run_1/cell_classes.png
The bar under the picture is 50 um long.
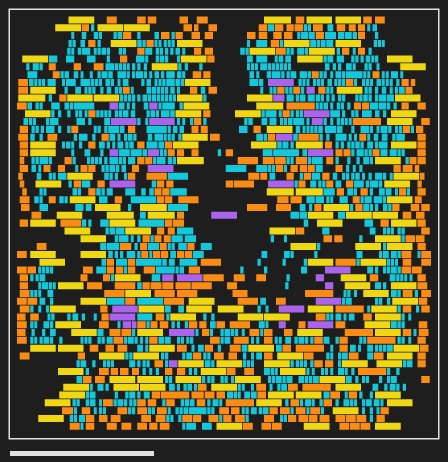
run_1/gate_families.png
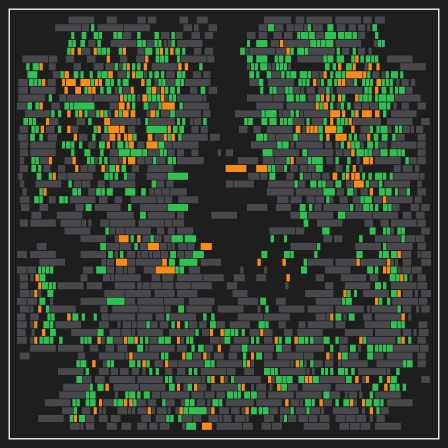
run_1/final_congestion.png
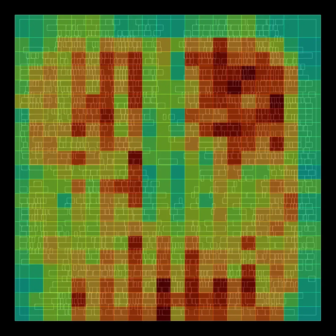
## src/rtl/pcie_rx_snoop_filter.sv

```systemverilog
// PCIe RX snoop filter: captures selected TLP classes into a 72-bit FIFO with zero-word gaps.
// Optional SNOOP_TIMESTAMP_EN appends a {8'hF0, timestamp} trailer word after each captured TLP.
module pcie_rx_snoop_filter #(
  parameter int GAP   = 7,
  parameter int GAP_W = 4
) (
  input  logic        clk,
  input  logic        sys_rst_n,
  input  logic [63:0] m_axis_rx_tdata,
  input  logic [7:0]  m_axis_rx_tkeep,
  input  logic        m_axis_rx_tlast,
  input  logic        m_axis_rx_tvalid,
  input  logic [21:0] m_axis_rx_tuser,
  output logic        m_axis_rx_tready,
  input  logic [3:0]  cfg_capture_mask,
  input  logic        cnt_clr,
  output logic [71:0] din,
  output logic        wr_en,
  input  logic        full,
  input  logic        prog_full,
  output logic [31:0] tlp_cnt,
  output logic [31:0] drop_cnt,
  output logic        overflow
);

  typedef enum logic [1:0] {
    S_IDLE,
    S_DATA,
    S_DROP,
    S_TRAIL
  } state_t;

  state_t             r_state;
  logic [GAP_W-1:0]   r_gap;
  logic               w_acc;
  logic               w_sop;
  logic               w_cap;
  logic [3:0]         w_cls;
  logic [4:0]         w_type;
  logic               w_due;
  logic [71:0]        w_data;
  logic               w_gap_wr;
  logic               w_load;
  logic               w_unused;

`ifdef SNOOP_TIMESTAMP_EN
  logic [63:0]        r_ts;
  logic [63:0]        r_ts_lat;
`endif

  assign w_unused = ^m_axis_rx_tuser;
  assign w_type   = m_axis_rx_tdata[28:24];

`ifdef SNOOP_TIMESTAMP_EN
  assign m_axis_rx_tready = (r_state != S_TRAIL);
`else
  assign m_axis_rx_tready = 1'b1;
`endif

  assign w_acc = m_axis_rx_tvalid & m_axis_rx_tready;
  assign w_sop = w_acc & (r_state == S_IDLE);

  always_comb begin
    w_cls = 4'b0000;
    unique case (1'b1)
      (w_type == 5'b00000) && !m_axis_rx_tdata[30]: w_cls[0] = 1'b1;
      (w_type == 5'b00000) &&  m_axis_rx_tdata[30]: w_cls[1] = 1'b1;
      (w_type == 5'b01010):                         w_cls[2] = 1'b1;
      default:                                      w_cls[3] = 1'b1;
    endcase
  end

  assign w_cap    = (|(w_cls & cfg_capture_mask)) & ~prog_full;
  assign w_gap_wr = (r_state == S_IDLE) & ~w_acc & (r_gap != '0);

  always_comb begin
    w_due  = 1'b0;
    w_data = 72'h0;
    unique case (r_state)
      S_IDLE: begin
        if (w_acc) begin
          w_due  = w_cap;
          w_data = {m_axis_rx_tkeep, m_axis_rx_tdata};
        end else if (r_gap != '0) begin
          w_due  = 1'b1;
        end
      end
      S_DATA: begin
        w_due  = w_acc;
        w_data = {m_axis_rx_tkeep, m_axis_rx_tdata};
      end
      S_TRAIL: begin
        w_due  = 1'b1;
`ifdef SNOOP_TIMESTAMP_EN
        w_data = {8'hF0, r_ts_lat};
`endif
      end
      default: ;
    endcase
  end

  // Gap reload marks the true end of a captured TLP (after trailer when present)
`ifdef SNOOP_TIMESTAMP_EN
  assign w_load = (r_state == S_TRAIL);
`else
  assign w_load = (w_sop & w_cap & m_axis_rx_tlast)
                | ((r_state == S_DATA) & w_acc & m_axis_rx_tlast);
`endif

  always_ff @(posedge clk or negedge sys_rst_n) begin
    if (!sys_rst_n) begin
      r_state  <= S_IDLE;
      r_gap    <= '0;
      wr_en    <= 1'b0;
      din      <= 72'h0;
      tlp_cnt  <= 32'h0;
      drop_cnt <= 32'h0;
      overflow <= 1'b0;
    end else begin
      wr_en <= w_due & ~full;
      if (w_due && !full)
        din <= w_data;

      if (cnt_clr)
        overflow <= 1'b0;
      else if (w_due && full)
        overflow <= 1'b1;

      if (cnt_clr)
        tlp_cnt <= 32'h0;
      else if (w_sop && w_cap && tlp_cnt != 32'hFFFF_FFFF)
        tlp_cnt <= tlp_cnt + 32'd1;

      if (cnt_clr)
        drop_cnt <= 32'h0;
      else if (w_sop && !w_cap && drop_cnt != 32'hFFFF_FFFF)
        drop_cnt <= drop_cnt + 32'd1;

      if (w_load)
        r_gap <= GAP_W'(GAP);
      else if (w_gap_wr && !full)
        r_gap <= r_gap - GAP_W'(1);

      unique case (r_state)
        S_IDLE: begin
          if (w_sop) begin
            if (w_cap) begin
`ifdef SNOOP_TIMESTAMP_EN
              r_state <= m_axis_rx_tlast ? S_TRAIL : S_DATA;
`else
              r_state <= m_axis_rx_tlast ? S_IDLE : S_DATA;
`endif
            end else begin
              r_state <= m_axis_rx_tlast ? S_IDLE : S_DROP;
            end
          end
        end
        S_DATA: begin
          if (w_acc && m_axis_rx_tlast) begin
`ifdef SNOOP_TIMESTAMP_EN
            r_state <= S_TRAIL;
`else
            r_state <= S_IDLE;
`endif
          end
        end
        S_DROP: begin
          if (w_acc && m_axis_rx_tlast)
            r_state <= S_IDLE;
        end
        S_TRAIL: r_state <= S_IDLE;
        default: r_state <= S_IDLE;
      endcase
    end
  end

`ifdef SNOOP_TIMESTAMP_EN
  always_ff @(posedge clk or negedge sys_rst_n) begin
    if (!sys_rst_n) begin
      r_ts     <= 64'h0;
      r_ts_lat <= 64'h0;
    end else begin
      r_ts <= r_ts + 64'd1;
      if (w_sop && w_cap)
        r_ts_lat <= r_ts;
    end
  end
`endif

endmodule
```

## config.mk

```make
export PLATFORM = sky130hd
export DESIGN_NAME = pcie_rx_snoop_filter
export DESIGN_NICKNAME = d
export VERILOG_FILES = /design/src/rtl/pcie_rx_snoop_filter.sv
export SDC_FILE = /design/constraint.sdc
export NUM_CORES = 1
export LEC_CHECK = 0
export ABC_AREA = 1
export CORE_MARGIN = 2
export CORE_UTILIZATION = 41
export DETAILED_ROUTE_END_ITERATION = 16
export PLACE_DENSITY = 0.8
export SYNTH_ARGS = -nofsm -noshare
export SYNTH_HDL_FRONTEND = slang
export SYNTH_SLANG_ARGS = --single-unit
export TNS_END_PERCENT = 50
```

## constraint.sdc

```tcl
create_clock -name clk -period 1.9 [get_ports clk]
set_clock_uncertainty 0.2 [all_clocks]
set_input_delay 0.38 -clock clk [delete_from_list [all_inputs] [get_ports clk]]
set_output_delay 0.38 -clock clk [all_outputs]
set_load 0.02 [all_outputs]
```

==> reports/qor.txt, run 1 <==
status: finished with violations
violated checks: setup timing
number of enable flip-flop cells: 0
ys flops: 144
RR Endpoint: drop_cnt[14]$_DFFE_PN0P_
Seq/Total Area, Yosys: 0.418
count of final setup violators: 113
Hold Buf Count CTS: 1
P_seq: 4260 uW
Pwr Total: 13000 uW
worst vdd ir: 0.000752 V
non-filler cells, final: 1883
Max Used Layer: met4
metal3 WL: 1910 um
most common cell in the netlist: nand2_1
P_sw: 5100 uW
crit path cell chain: buf_6 > ha_4 > nand2_4 > nor2_4 > nand2_4 > nor2_4 > and3_4 > nor2_4 > buf_6 > nor2_8 > buf_12 > buf_12 > nand2_1 > nand2_1
gr usage total: 0.272
chip area: 22200 um^2
Residual DRC: 0
Adder Area Share: 0.0102
synth warn: 0
die height: 149 um
Reg2Reg Depth: 14
tool warning count: 54
DP Wirelength: 19500 um
Mean Syn Cell Area: 7.01 um^2
cells in synth_stat.txt: 1229
clock network power: 3320 uW
most used logic cell in the final layout: nand2_1
placed inst area: 12100 um^2
Final WS setup: -259 ps
CTS clk-pin slew, worst paths: 70 ps
switching share of power: 0.391
Leak Pwr: 0.00733 uW
Clk pwr share: 0.254
Area Growth Syn to Fin: 58.2%
First DRT Iteration DRCs: 678
Hold Crit Class: in2async
GRT overflow: 0
Hold Slack: 224 ps
library cells used by synthesis: 33
Post-Syn Instances: 1229
max incr delay on CP: 370 ps
Port Buf Inserts: 220
Top-area cell share: 0.418
Cell Area, Synth: 8620 um^2
AND-OR/OR-AND Cells, Area Fraction: 0.00552
CTS Sinks: 144
final WL: 30300 um
setup TNS: -16990 ps
Final ANT Viol Nets: 0
wire length of the first global-routing pass: 48300 um
placer congestion estimate: 0.916
Num CTS Buffers: 17
P_comb: 5470 uW
layout cell share with drive strength beyond 1: 0.217
largest net degree at the start of global routing: 73
flop2flop setup slack: -260 ps
CP Max Fanout: 8
Post-synth top cells: nand2_1 (427), nor2_1 (172), dfrtp_1 (144)
Synth Net Count: 1341
area leader, netlist: dfrtp_1
max-slew violations: 0
Top Layout Cells: nand2_1 (381), nor2_1 (163), dfrtp_1 (134), buf_4 (134), inv_1 (120)
async set or reset register ratio after synthesis: 1.00
Total Nets Final: 1706
Logic pwr share: 0.419
crit-path most repeated cell: nor2_4
CP Data Arrival Time: 2320 ps
die span in x: 149 um
Top pwr grp: combinational cells
sequential power share: 0.326
Met1 Wirelength: 12300 um
Power Internal: 7940 uW
io pins: 244
Worst Path Required: 2060 ps
TritonRoute pass-1 iters: 7
antenna violations before repair: 1
slowest library cell on the worst path: dfrtp_2
vias in the first global route: 9594
-- cell_classes.png (at the start) --
color	class	cells
cyan	all other logic	1027
yellow	flip-flops	144
purple	clock drivers and dummy loads	32
orange	other buffers and delay cells	404
CORE AREA: 20800 um^2
final core utilization: 0.655
post-route cell area: 13600 um^2

-- gate_families.png (at the start) --
color	family	cells	most used	where
orange	NOR gates	206	nor2_1	all over the die
green	NAND gates	626	nand2_1	all over the die

-- final_congestion.png (at the start) --
fraction of met2 tracks used by global routing: 0.455
drt wl/cell: 16.1 um
M1 GR Usage: 0.347
met3 GRT Util: 0.0428

## run 1: layout make-up
cell class	instances	area, um^2
diodes	1	2.50
clock buffers	17	425
clock inverters	15	144
fillers	1762	7190
inverters	134	510
multi-input cells	893	4660
flip-flops and latches	144	3620
well taps	275	344
repair buffers	404	3940
## run 1: registers in the layout, indices dropped and copies added (netlist names)
name / flops
r_state: 2
drop_cnt: 32
wr_en: 1
tlp_cnt: 32
r_gap: 4
overflow: 1
din: 72
## run 1: worst max-delay path: cells and delay by family, from the launching register on
family | cells | cell delay [ps]
AND/OR/NAND/NOR | 9 | 920
buffers and inverters | 4 | 470
flip-flops | 1 | 370
adder cells (fa/ha/maj) | 1 | 130
==> run 2: changes to the inputs <==
--- a/config.mk
+++ b/config.mk
@@ -6,6 +6,7 @@
 export NUM_CORES = 1
 export LEC_CHECK = 0
 export ABC_AREA = 1
+export CORE_ASPECT_RATIO = 0.9
 export CORE_MARGIN = 2
 export CORE_UTILIZATION = 41
 export DETAILED_ROUTE_END_ITERATION = 16
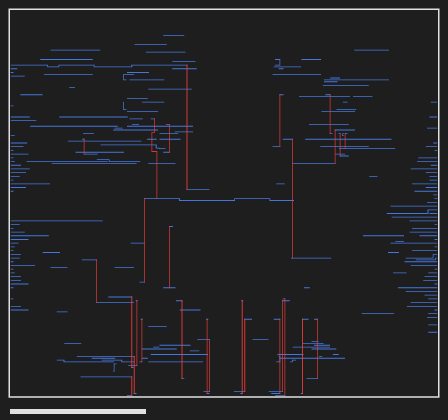
run_2/metal_stack.png
The bar under the picture is 50 um long. Only two layers are drawn.
color	layer	wire length
red	met4	630 um
blue	met3	1820 um

==> run 2 against run 1 <==
Compared with the run above:
- clock-buffer cell count up 3
- total power up 1.4%
- first-iteration DRC count up 13%
- the flow still finishes with violations (setup timing)
- wire length down 4.0%
- highest routed layer unchanged
- global-route usage down 1.4 points
- largest cell class unchanged
==> reports/qor.txt, run 2 <==
placer congestion estimate: 0.980 (was 0.916)
async set or reset register ratio after synthesis: 1.00 (unchanged)
TritonRoute pass-1 iters: 7 (unchanged)
First DRT Iteration DRCs: 765 (was 678)
Setup crit end kind: register (unchanged)
GRT overflow: 0 (unchanged)
CORE AREA: 20700 um^2 (was 20800 um^2)
clock network power: 3630 uW (was 3320 uW)
clk_buf instances: 20 (was 17)
P_sw: 4900 uW (was 5100 uW)
Hold Buf Count CTS: 1 (unchanged)
number of enable flip-flop cells: 0 (unchanged)
Power Internal: 8330 uW (was 7940 uW)
CTS Sinks: 144 (unchanged)
ys flops: 144 (unchanged)
Fillers: 1787 (was 1762)
Non-CTS buffers: 388 (was 404)
worst vdd ir: 0.000699 V (was 0.000752 V)
flop count: 144 (unchanged)
RR Endpoint: din[63]$_DFFE_PN0P_ (was drop_cnt[14]$_DFFE_PN0P_)
die height: 142 um (was 149 um)
Clk pwr share: 0.274 (was 0.254)
CTS clk-pin slew, worst paths: 60 ps (was 70 ps)
Max-area cell class: combinational gates (unchanged)
Hold Slack: 174 ps (was 224 ps)
Cell Area, Synth: 8620 um^2 (unchanged)
top flop regs: din x72, drop_cnt x32, tlp_cnt x32 (unchanged)
multi-input combinational cell count: 894 (was 893)
violated checks: setup timing (unchanged)
cell family with most CP delay: buffers and inverters (was simple AND/OR/NAND/NOR gates)
Worst Path Required: 2000 ps (was 2060 ps)
most used logic cell in the final layout: nand2_1 (unchanged)
PwrDens: 983 nW/um^2 (was 957 nW/um^2)
number of flip-flops in the largest register: 72 (unchanged)
Buffers & Inverters on Critical Path: 6 (was 4)
fin crit share: 1.07 (was 1.14)
crit path cell chain: inv_2 > buf_6 > ha_4 > nand2_2 > inv_2 > nor3b_4 > nand2_4 > buf_6 > buf_12 > clkbuf_16 > nand4_1 > nand2_1 (was buf_6 > ha_4 > nand2_4 > nor2_4 > nand2_4 > nor2_4 > and3_4 > nor2_4 > buf_6 > nor2_8 > buf_12 > buf_12 > nand2_1 > nand2_1)
tool warning count: 54 (unchanged)
max incr delay on CP: 380 ps (was 370 ps)
slowest library cell on the worst path: dfrtp_1 (was dfrtp_2)
final WL: 29100 um (was 30300 um)
Final ANT Viol Nets: 0 (unchanged)
Residual DRC: 0 (unchanged)
Pwr Total: 13200 uW (was 13000 uW)
Leak Pwr: 0.00718 uW (was 0.00733 uW)
Comb area: 4630 um^2 (was 4660 um^2)
Mean Syn Cell Area: 7.01 um^2 (unchanged)
CP Data Arrival Time: 2140 ps (was 2320 ps)
count of final setup violators: 95 (was 113)
Flop area: 3610 um^2 (was 3620 um^2)
Total Nets Final: 1691 (was 1706)
DP Wirelength: 19500 um (about the same)
switching share of power: 0.370 (was 0.391)
number of well taps: 286 (was 275)
Num CTS Buffers: 17 (unchanged)
layout cell share with drive strength beyond 1: 0.199 (was 0.217)
drt wl/cell: 15.5 um (was 16.1 um)
sequential cell area share: 0.269 (was 0.265)
library cells used by synthesis: 33 (unchanged)
Top Layout Cells: nand2_1 (388), nor2_1 (162), dfrtp_1 (136) (was nand2_1 (381), nor2_1 (163), dfrtp_1 (134), buf_4 (134), inv_1 (120))
post-route cell area: 13500 um^2 (was 13600 um^2)
io pins: 244 (unchanged)
flop2flop setup slack: -130 ps (was -260 ps)
final core utilization: 0.650 (was 0.655)
Logic pwr share: 0.399 (was 0.419)
Area Growth Syn to Fin: 56.1% (was 58.2%)
die span in x: 157 um (was 149 um)
max-slew violations: 0 (unchanged)
non-filler cells, final: 1878 (was 1883)
clk root buf: clkbuf_16 (unchanged)
Reg2Reg Depth: 12 (was 14)
Top-area cell share: 0.418 (unchanged)
chip area: 22200 um^2 (about the same)
area leader, netlist: dfrtp_1 (unchanged)
Synth Net Count: 1341 (unchanged)
Comb/total area: 0.344 (was 0.342)
buffer share of cell area: 0.276 (was 0.289)
Crit path depth: 12 (was 14)
# diodes: 0 (was 1)
antenna violations before repair: 0 (was 1)
Post-synth top cells: nand2_1 (427), nor2_1 (172), dfrtp_1 (144) (unchanged)
R2R Path Start: r_state[1]$_DFFE_PN0P_ (was drop_cnt[1]$_DFFE_PN0P_)
cells in synth_stat.txt: 1229 (unchanged)
Post-Syn Instances: 1229 (unchanged)
status: finished with violations (unchanged)
Top pwr grp: combinational cells (unchanged)
largest net degree at the start of global routing: 59 (was 73)
post-cts resize count: 222 (was 262)
CP Max Fanout: 7 (was 8)
Hold Crit Class: in2reg (was in2async)
vias in the first global route: 9101 (was 9594)
synth warn: 0 (unchanged)
Min-Delay Endpoint: din[27]$_DFFE_PN0P_
Largest Register: din (unchanged)
Final clock-cell share: 0.0467 (was 0.0418)
unrepaired setup endpoints after global routing: yes (unchanged)
sequential power share: 0.326 (about the same)
Seq/Total Area, Yosys: 0.418 (unchanged)
most common cell in the netlist: nand2_1 (unchanged)
Final WS setup: -133 ps (was -259 ps)
wire length of the first global-routing pass: 46100 um (was 48300 um)
P_comb: 5280 uW (was 5470 uW)
setup TNS: -5420 ps (was -16990 ps)
nonclk inv count: 134 (unchanged)
placed inst area: 12000 um^2 (was 12100 um^2)
P_seq: 4320 uW (was 4260 uW)
gr usage total: 0.258 (was 0.272)
Port Buf Inserts: 220 (unchanged)
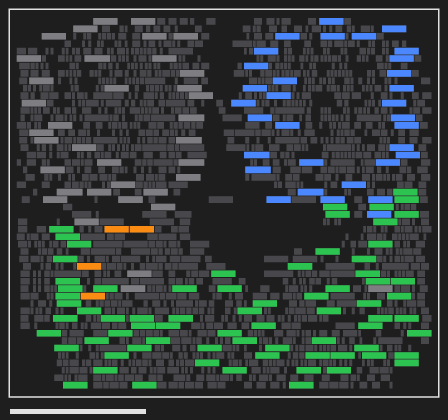
run_2/registers.png
The bar under the picture is 50 um long. Other sequential cells in the stronger gray, the rest of the logic in the fainter gray.
color	name in the netlist	sequential cells
orange	r_gap	4
green	din	72
blue	drop_cnt	32

==> run 2: cell types whose count changed in the layout (fill, tap and decap cells not counted), moves of 6 or more <==
cell	previous run	this run
clkdlybuf4s15_1	13	21
dlygate4sd2_1	119	111
buf_16	11	4
buf_4	134	127
nand2_1	381	388
nand2_2	39	33
==> run 2: kinds of logic after synthesis <==
kind of cell / Yosys count / synth area share
AND-OR/OR-AND: 9 / 0.00552
XOR/XNOR: 42 / 0.0427
adder cells (fa/ha/maj): 7 / 0.0102
buffers and inverters: 193 / 0.0938
flip-flops: 144 / 0.418
other: 1 / 0.000435
AND/OR/NAND/NOR: 833 / 0.429
==> run 2: layer usage <==
metal	GRT usage	vias up	wire, um
met2	0.428	362	14300
met3	0.0428	60	1820
li1	-	4574	-
met1	0.345	4540	12300
met4	0.0797	0	630
met5	0	-	0
Power and IR drop assume default switching activity.
